==> src/rtl/cpu_sequencer.sv <==
// Fetch/execute controller for the 16-bit CPU: fetches into IR', strobes the ALU, owns CARRY/SKIP.
// Optional HALT state on IR'=16'h4000 is enabled by defining SEQ_HALT_EN.
module cpu_sequencer #(
    parameter int ADDR_W   = 8,
    parameter int RESET_PC = 0
) (
    input  logic              clk,
    input  logic              reset,
    output logic [ADDR_W-1:0] mem_addr,
    output logic              mem_req,
    input  logic [15:0]       mem_rdata,
    input  logic              mem_ready,
    output logic [15:0]       instruction,
    output logic              exec1,
    input  logic              carryout,
    input  logic              carryen,
    input  logic              skipout,
    input  logic              skipen,
    output logic              carrystatus,
    output logic              skipstatus,
    output logic [ADDR_W-1:0] pc,
    output logic              halted
);

`ifdef SEQ_HALT_EN
    typedef enum logic [1:0] {S_FETCH = 2'd0, S_EXEC1 = 2'd1, S_HALT = 2'd2} state_t;
`else
    typedef enum logic [1:0] {S_FETCH = 2'd0, S_EXEC1 = 2'd1} state_t;
`endif

    state_t            state_q, state_d;
    logic [ADDR_W-1:0] pc_q, pc_d;
    logic [15:0]       ir_q, ir_d;
    logic              carry_q, carry_d;
    logic              skip_q, skip_d;

    always_ff @(posedge clk or posedge reset) begin
        if (reset) begin
            state_q <= S_FETCH;
            pc_q    <= ADDR_W'(RESET_PC);
            ir_q    <= 16'h0000;
            carry_q <= 1'b0;
            skip_q  <= 1'b0;
        end else begin
            state_q <= state_d;
            pc_q    <= pc_d;
            ir_q    <= ir_d;
            carry_q <= carry_d;
            skip_q  <= skip_d;
        end
    end

    always_comb begin
        state_d = state_q;
        pc_d    = pc_q;
        ir_d    = ir_q;
        carry_d = carry_q;
        skip_d  = skip_q;
        mem_req = 1'b0;
        exec1   = 1'b0;
        case (state_q)
            S_FETCH: begin
                mem_req = 1'b1;
                if (mem_ready) begin
                    ir_d = mem_rdata;
                    pc_d = pc_q + 1'b1;
                    // A pending skip consumes this word without ever strobing the ALU.
                    if (skip_q) skip_d = 1'b0;
                    else        state_d = S_EXEC1;
                end
            end
            S_EXEC1: begin
                exec1   = 1'b1;
                state_d = S_FETCH;
                if (carryen) carry_d = carryout;
                if (skipen)  skip_d  = skipout;
                // JMP overrides the increment already applied during FETCH.
                if (ir_q[15:14] == 2'b00) pc_d = ir_q[ADDR_W-1:0];
`ifdef SEQ_HALT_EN
                if (ir_q == 16'h4000) state_d = S_HALT;
`endif
            end
`ifdef SEQ_HALT_EN
            S_HALT: ;
`endif
            default: state_d = S_FETCH;
        endcase
    end

`ifdef SEQ_HALT_EN
    assign halted = (state_q == S_HALT);
`else
    assign halted = 1'b0;
`endif

    assign mem_addr    = pc_q;
    assign pc          = pc_q;
    assign instruction = ir_q;
    assign carrystatus = carry_q;
    assign skipstatus  = skip_q;

endmodule

==> config.mk <==
export PLATFORM = sky130hd
export DESIGN_NAME = cpu_sequencer
export DESIGN_NICKNAME = d
export VERILOG_FILES = /design/src/rtl/cpu_sequencer.sv
export SDC_FILE = /design/constraint.sdc
export NUM_CORES = 1
export LEC_CHECK = 0
export ABC_CLOCK_PERIOD_IN_PS = 1400
export CAP_MARGIN = 0
export CORE_UTILIZATION = 35
export DETAILED_ROUTE_END_ITERATION = 10
export PLACE_DENSITY_LB_ADDON = 0.25
export REMOVE_ABC_BUFFERS = 1
export SYNTH_ARGS = -nofsm -noshare
export SYNTH_HDL_FRONTEND = slang
export SYNTH_SLANG_ARGS = --single-unit
==> constraint.sdc <==
create_clock -name clk -period 1.4 [get_ports clk]
set_input_delay 0.28 -clock clk [delete_from_list [all_inputs] [get_ports clk]]
set_output_delay 0.28 -clock clk [all_outputs]
set_load 0.02 [all_outputs]
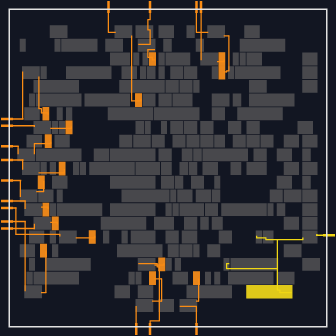
Run 1: nets reached from selected ports
[yellow] `skipstatus` | direction: output | edge: east | end cells: 1 | buffers: 1 | wire: 36.4 um
[orange] `mem_rdata` | direction: input | edge: 9 west, 4 north, 3 south | end cells: 16 | buffers: 16 | wire: 218 um

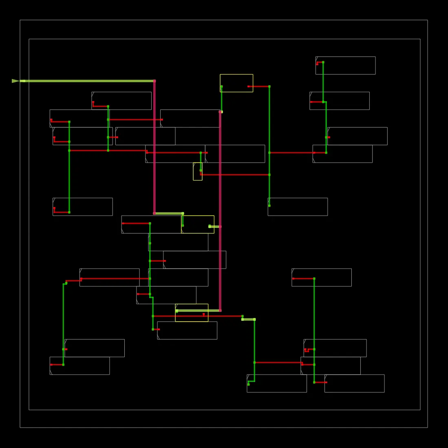
Run 1: clock wiring as the flow saved it
clk ins delay skew pair: 280 ps
FF+latch count: 27
CTS sink cnt: 27
CTS Buf Count: 3
Clock net power: 0.446 mW

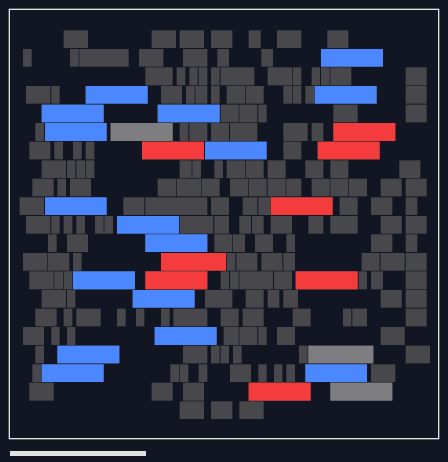
Run 1: register map, names as in the netlist
Scale bar: 20 um. Other sequential cells in the stronger gray, the rest of the logic in the fainter gray.
[blue] `instruction` | flops: 16 | where: all over the die
[red] `mem_addr` | flops: 8
not colored: 3
Reg area: 678 um^2
Final Core Density: 59.0%
Seq/total area: 33.4%
Seq power: 1.20 mW

==> flow_metrics.env, run 1 <==
# implementation run metrics
export IMPL_timing_final_ws_setup_ps=-35.0
export IMPL_cp_arrival_ps=1640
export IMPL_finalMaxSlewViolations=0
export IMPL_highest_layer="met4"
export IMPL_design_core_area_mm2=0.00344
export IMPL_status="complete, but fails checks"
export IMPL_setup_viol=1
export IMPL_first_pass_iters=4
export IMPL_antenna_left=0
export IMPL_drv_cap=0
export IMPL_dr_wl_met2_um=1670
export IMPL_violations="setup timing"
export IMPL_grtUsageTotal_pct=18.9
export IMPL_drc_errors=0
export IMPL_place_congestion=0.833
export IMPL_skew_ps=2.86
export IMPL_num_rows=21
export IMPL_yosys_area_share_aoi_pct=10.1
export IMPL_syn_area_mm2=0.00129
export IMPL_synth_adder_area_share_pct=0.968
export IMPL_vias_per_cell=4.97
run 1: cell families (layout without fill, tap and decap cells):
group                    count (synthesis)  after routing
other                                    1              1
adder cells (fa/ha/maj)                  1              1
AND-OR/OR-AND                           18             18
flip-flops                              27             27
multiplexers                             4              4
AND/OR/NAND/NOR                         74             74
buffers and inverters                   18             88
run 1: what timing repair did:
item,in CTS,in global routing
buffers inserted,1,0
pin swaps,5,1
gates resized,50,11
setup endpoints to repair,41,13
run 1: cell usage after synthesis (all sizes together):
master	count
a311oi	1
inv	3
o211ai	4
or4b	1
dfrtp	27
o21ai	2
conb	1
nand2b	1
mux2i	3
nor2	3
nor2b	1
nand3b	1
buf	13
a22o	2
nand4	2
o2bb2a	1
or4	2
clkbuf	2
a21oi	1
o31ai	1
o311ai	1
nor3b	1
mux2	1
nand2	54
nand3	5
a22oi	1
nor3	2
ha	1
a31oi	1
or3b	1
o22ai	3
run 1: metal layers:
layer  vias up  GRT usage [%]
met5         -              0
met4         0           8.72
met3         7           3.10
met2        62           31.7
met1       606           23.6
li1        611              -
run 1: layout make-up:
cell class / count / area (um^2) / share of cell area, %
Timing Repair Buffer: 81 / 702 / 34.5
Sequential cell: 27 / 678 / 33.4
Multi-Input combinational cell: 98 / 538 / 26.5
Inverter: 3 / 11.3 / 0.554
Clock buffer: 4 / 45.0 / 2.22
Tap cell: 46 / 57.6 / 2.83
run 1: layout by cell type (no fill, tap or decap), types with 3 or more instances in the layout:
cell type,instances
buf_4,21
nand2_1,54
o211ai_1,4
clkbuf_8,3
dlygate4sd2_1,30
nand3_1,5
nor2_1,3
clkbuf_2,5
mux2i_1,3
o22ai_1,3
dfrtp_1,25
inv_1,3
clkdlybuf4s50_1,21
run 1: path summary, 6_finish.rpt:
path | endpoint | startpoint | cells after the start | slack (ps)
max | mem_addr[6] | mem_addr[0] | 5 | -30
min | instruction[1] | reset | 3 | 320
max reg2reg | mem_addr[6] | mem_addr[0] | 5 | -30
min reg2reg | instruction[12] | instruction[12] | 2 | 480
max in group asynchronous | mem_addr[2] | reset | 3 | 900
min in group clk | instruction[12] | instruction[12] | 2 | 480
run 1: stage by stage:
| step | hold slack, ps | setup WS, ps |
|---|---|---|
| CTS | 330 | -34.7 |
| detailed placement | 465 | -280 |
| finish | 321 | -35.0 |
| global route | 347 | -103 |
| global placement | 463 | -253 |
| floorplan | 333 | -330 |
run 1: power groups by stage:
stage | logic, mW | registers, mW | clock network (mW)
after floorplan | 0.367 | 1.59 | 0
after global placement | 1.73 | 1.20 | 0
after detailed placement | 1.76 | 1.22 | 0
after CTS | 1.61 | 1.20 | 0.457
after global routing | 1.71 | 1.24 | 0.489
final | 1.59 | 1.20 | 0.446
run 1: critical path: cells and delay by family (launching register included):
kind | cells | cell delay [ps]
buffers and inverters | 1 | 120
AND/OR/NAND/NOR | 2 | 580
AND-OR/OR-AND | 1 | 160
adder cells (fa/ha/maj) | 1 | 120
flip-flops | 1 | 380
run 1: flip-flops by register name (all words and copies together) (netlist names):
register / cells
mem_addr: 8
carrystatus: 1
skipstatus: 1
instruction: 16
state_q: 1
Run 1, sizing map:
Scale bar: 20 um.
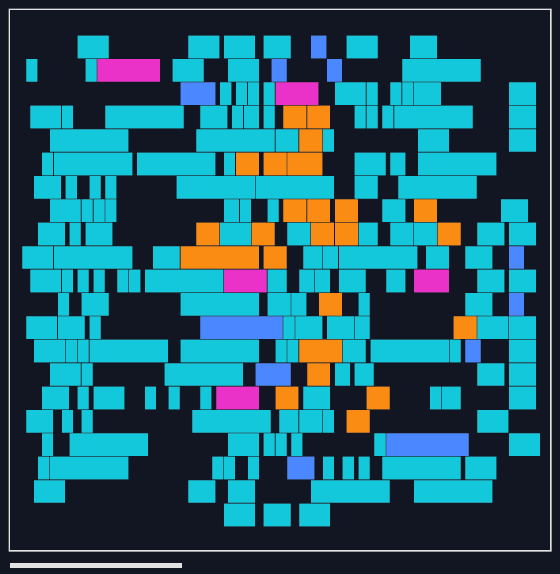

==> inputs of run 2 (changes only) <==
- CORE_MARGIN: not set -> 2
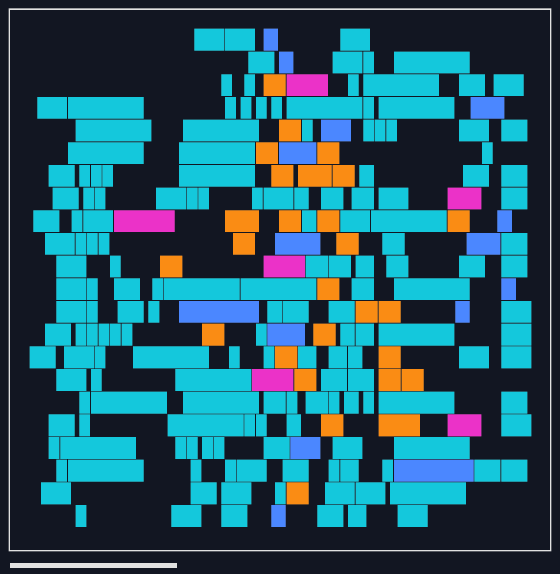
Run 2: sizing map
Scale bar: 20 um.
[magenta] _6 and larger | cells: 6 | share: 2.8%
[cyan] _0 and _1 cells | cells: 168 | share: 78%
[blue] _2 cells | cells: 15 | share: 6.9%
[orange] _3 and _4 cells | cells: 27 | share: 13%
final instance area: 0.00209 mm^2
P&R area growth vs syn: 61.4%
Final WS setup: -19.3 ps
Non-clk bufs: 84

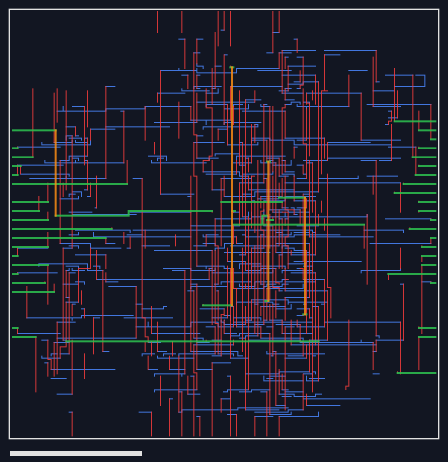
Run 2: metal layers overlaid
Scale bar: 20 um.
[green] metal 3 | wire length: 270 um
[orange] metal 4 | wire length: 87.7 um
[blue] metal 1 | wire length: 1490 um
[red] metal 2 | wire length: 1680 um
vias post-DR: 1305
per-cell routed wire length: 13.3 um

==> flow_metrics.env, run 2 <==
# implementation run metrics
export IMPL_status="complete, but fails checks"
export IMPL_violations="setup timing"
export IMPL_lay_top_count="nand2_1"
export IMPL_drc_errors=0
export IMPL_design_core_area_mm2=0.00361
export IMPL_ff2ff_path_depth=4
export IMPL_skew_ps=9.00
export IMPL_common_cells="nand2_1, dfrtp_1, buf_4"
export IMPL_r2r_start="mem_addr[1]"
export IMPL_setup_viol=2
export IMPL_syn_area_mm2=0.00129
export IMPL_place_congestion=0.877
export IMPL_grtUsageTotal_pct=17.5
export IMPL_cp_arrival_ps=1610
export IMPL_synth_most_common_cell="nand2_1"
export IMPL_cp_depth=4
export IMPL_r2r_setup_slack_ps=-20
export IMPL_cts_buffers=3
export IMPL_crit_buf_inv=0
export IMPL_enable_flop_cells=0
export IMPL_ff_type="dfrtp_1"
export IMPL_highest_layer="met4"
export IMPL_critPathLaunch="mem_addr[1]"
export IMPL_first_pass_iters=4
export IMPL_drv_cap=0
export IMPL_insertion_delay_ps=280
export IMPL_largest_reg_flops=16
export IMPL_finalMaxSlewViolations=0
export IMPL_final_cell_mix="nand2_1, dfrtp_1, dlygate4sd2_1"
export IMPL_dr_wl_met2_um=1680
export IMPL_timing_final_ws_setup_ps=-19.3
export IMPL_antenna_left=0
-- run 2: cell counts after synthesis --
No cell type changed its count.
-- run 2: layer usage --
metal / GRT usage [%] / vias up
met5: 0 / -
met4: 8.51 / 0
met3: 3.30 / 9
met2: 28.4 / 61
met1: 22.5 / 614
li1: - / 621
-- run 2: how the worst min path moves through the flow --
stage	startpoint	endpoint	cells after the start
2_1_floorplan	reset	carrystatus	1
3_3_place_gp	instruction[11]	instruction[11]	2
3_5_place_dp	instruction[10]	instruction[10]	2
4_1_cts	reset	instruction[0]	3
5_1_grt	reset	instruction[5]	3
6_report	reset	instruction[5]	3
-- run 2: worst reg2reg max path, stage by stage, from the launching register on --
cell and delay [ps]:
dfrtp_1 410, ha_2 200, nand3b_1 90, or4b_1 470, o211ai_1 180
-- run 2: cell families (layout without fill, tap and decap cells) --
| logic type | count (synthesis) | after routing | share of synthesized area, % |
|---|---|---|---|
| and+or+nand+nor | 74 | 74 | 25.0 |
| muxes | 4 | 4 | 3.19 |
| buffers and inverters | 18 | 91 | 8.23 |
| DFF | 27 | 27 | 52.3 |
| other | 1 | 1 | 0.290 |
| AOI/OAI and AO/OA | 18 | 18 | 10.1 |
| adders and majority gates | 1 | 1 | 0.968 |
-- run 2: through the flow --
step	TNS [ps]	utilization [%]	area (um^2)
finish	-27.0	57.8	2090
floorplan	-3740	-	1200
global placement	-1650	56.5	2040
detailed placement	-2130	56.5	2040
global route	-173	57.8	2090
CTS	-21.9	57.7	2080
-- run 2: cell type report --
cell class	instances	area, um^2	area share, %
multi-input cells	98	552	26.5
clock inverters	1	7.51	0.360
inverters	3	11.3	0.540
well taps	48	60.1	2.88
clock buffers	3	41.3	1.98
flip-flops and latches	27	678	32.5
repair buffers	84	736	35.3
-- run 2: timing repair --
action                                  CTS  global route
resized                                  54            18
endpoints found under the setup margin   42            18
pin swaps                                 4             3
cloned                                    0             0
setup buffers                             1             0
-- run 2: where the power goes --
| group | switching (mW) | internal, mW |
|---|---|---|
| clock | 0.249 | 0.202 |
| sequential | 0.221 | 0.982 |
| combinational | 0.880 | 0.729 |
No activity file was given, so power comes from the tool's default toggle rates.
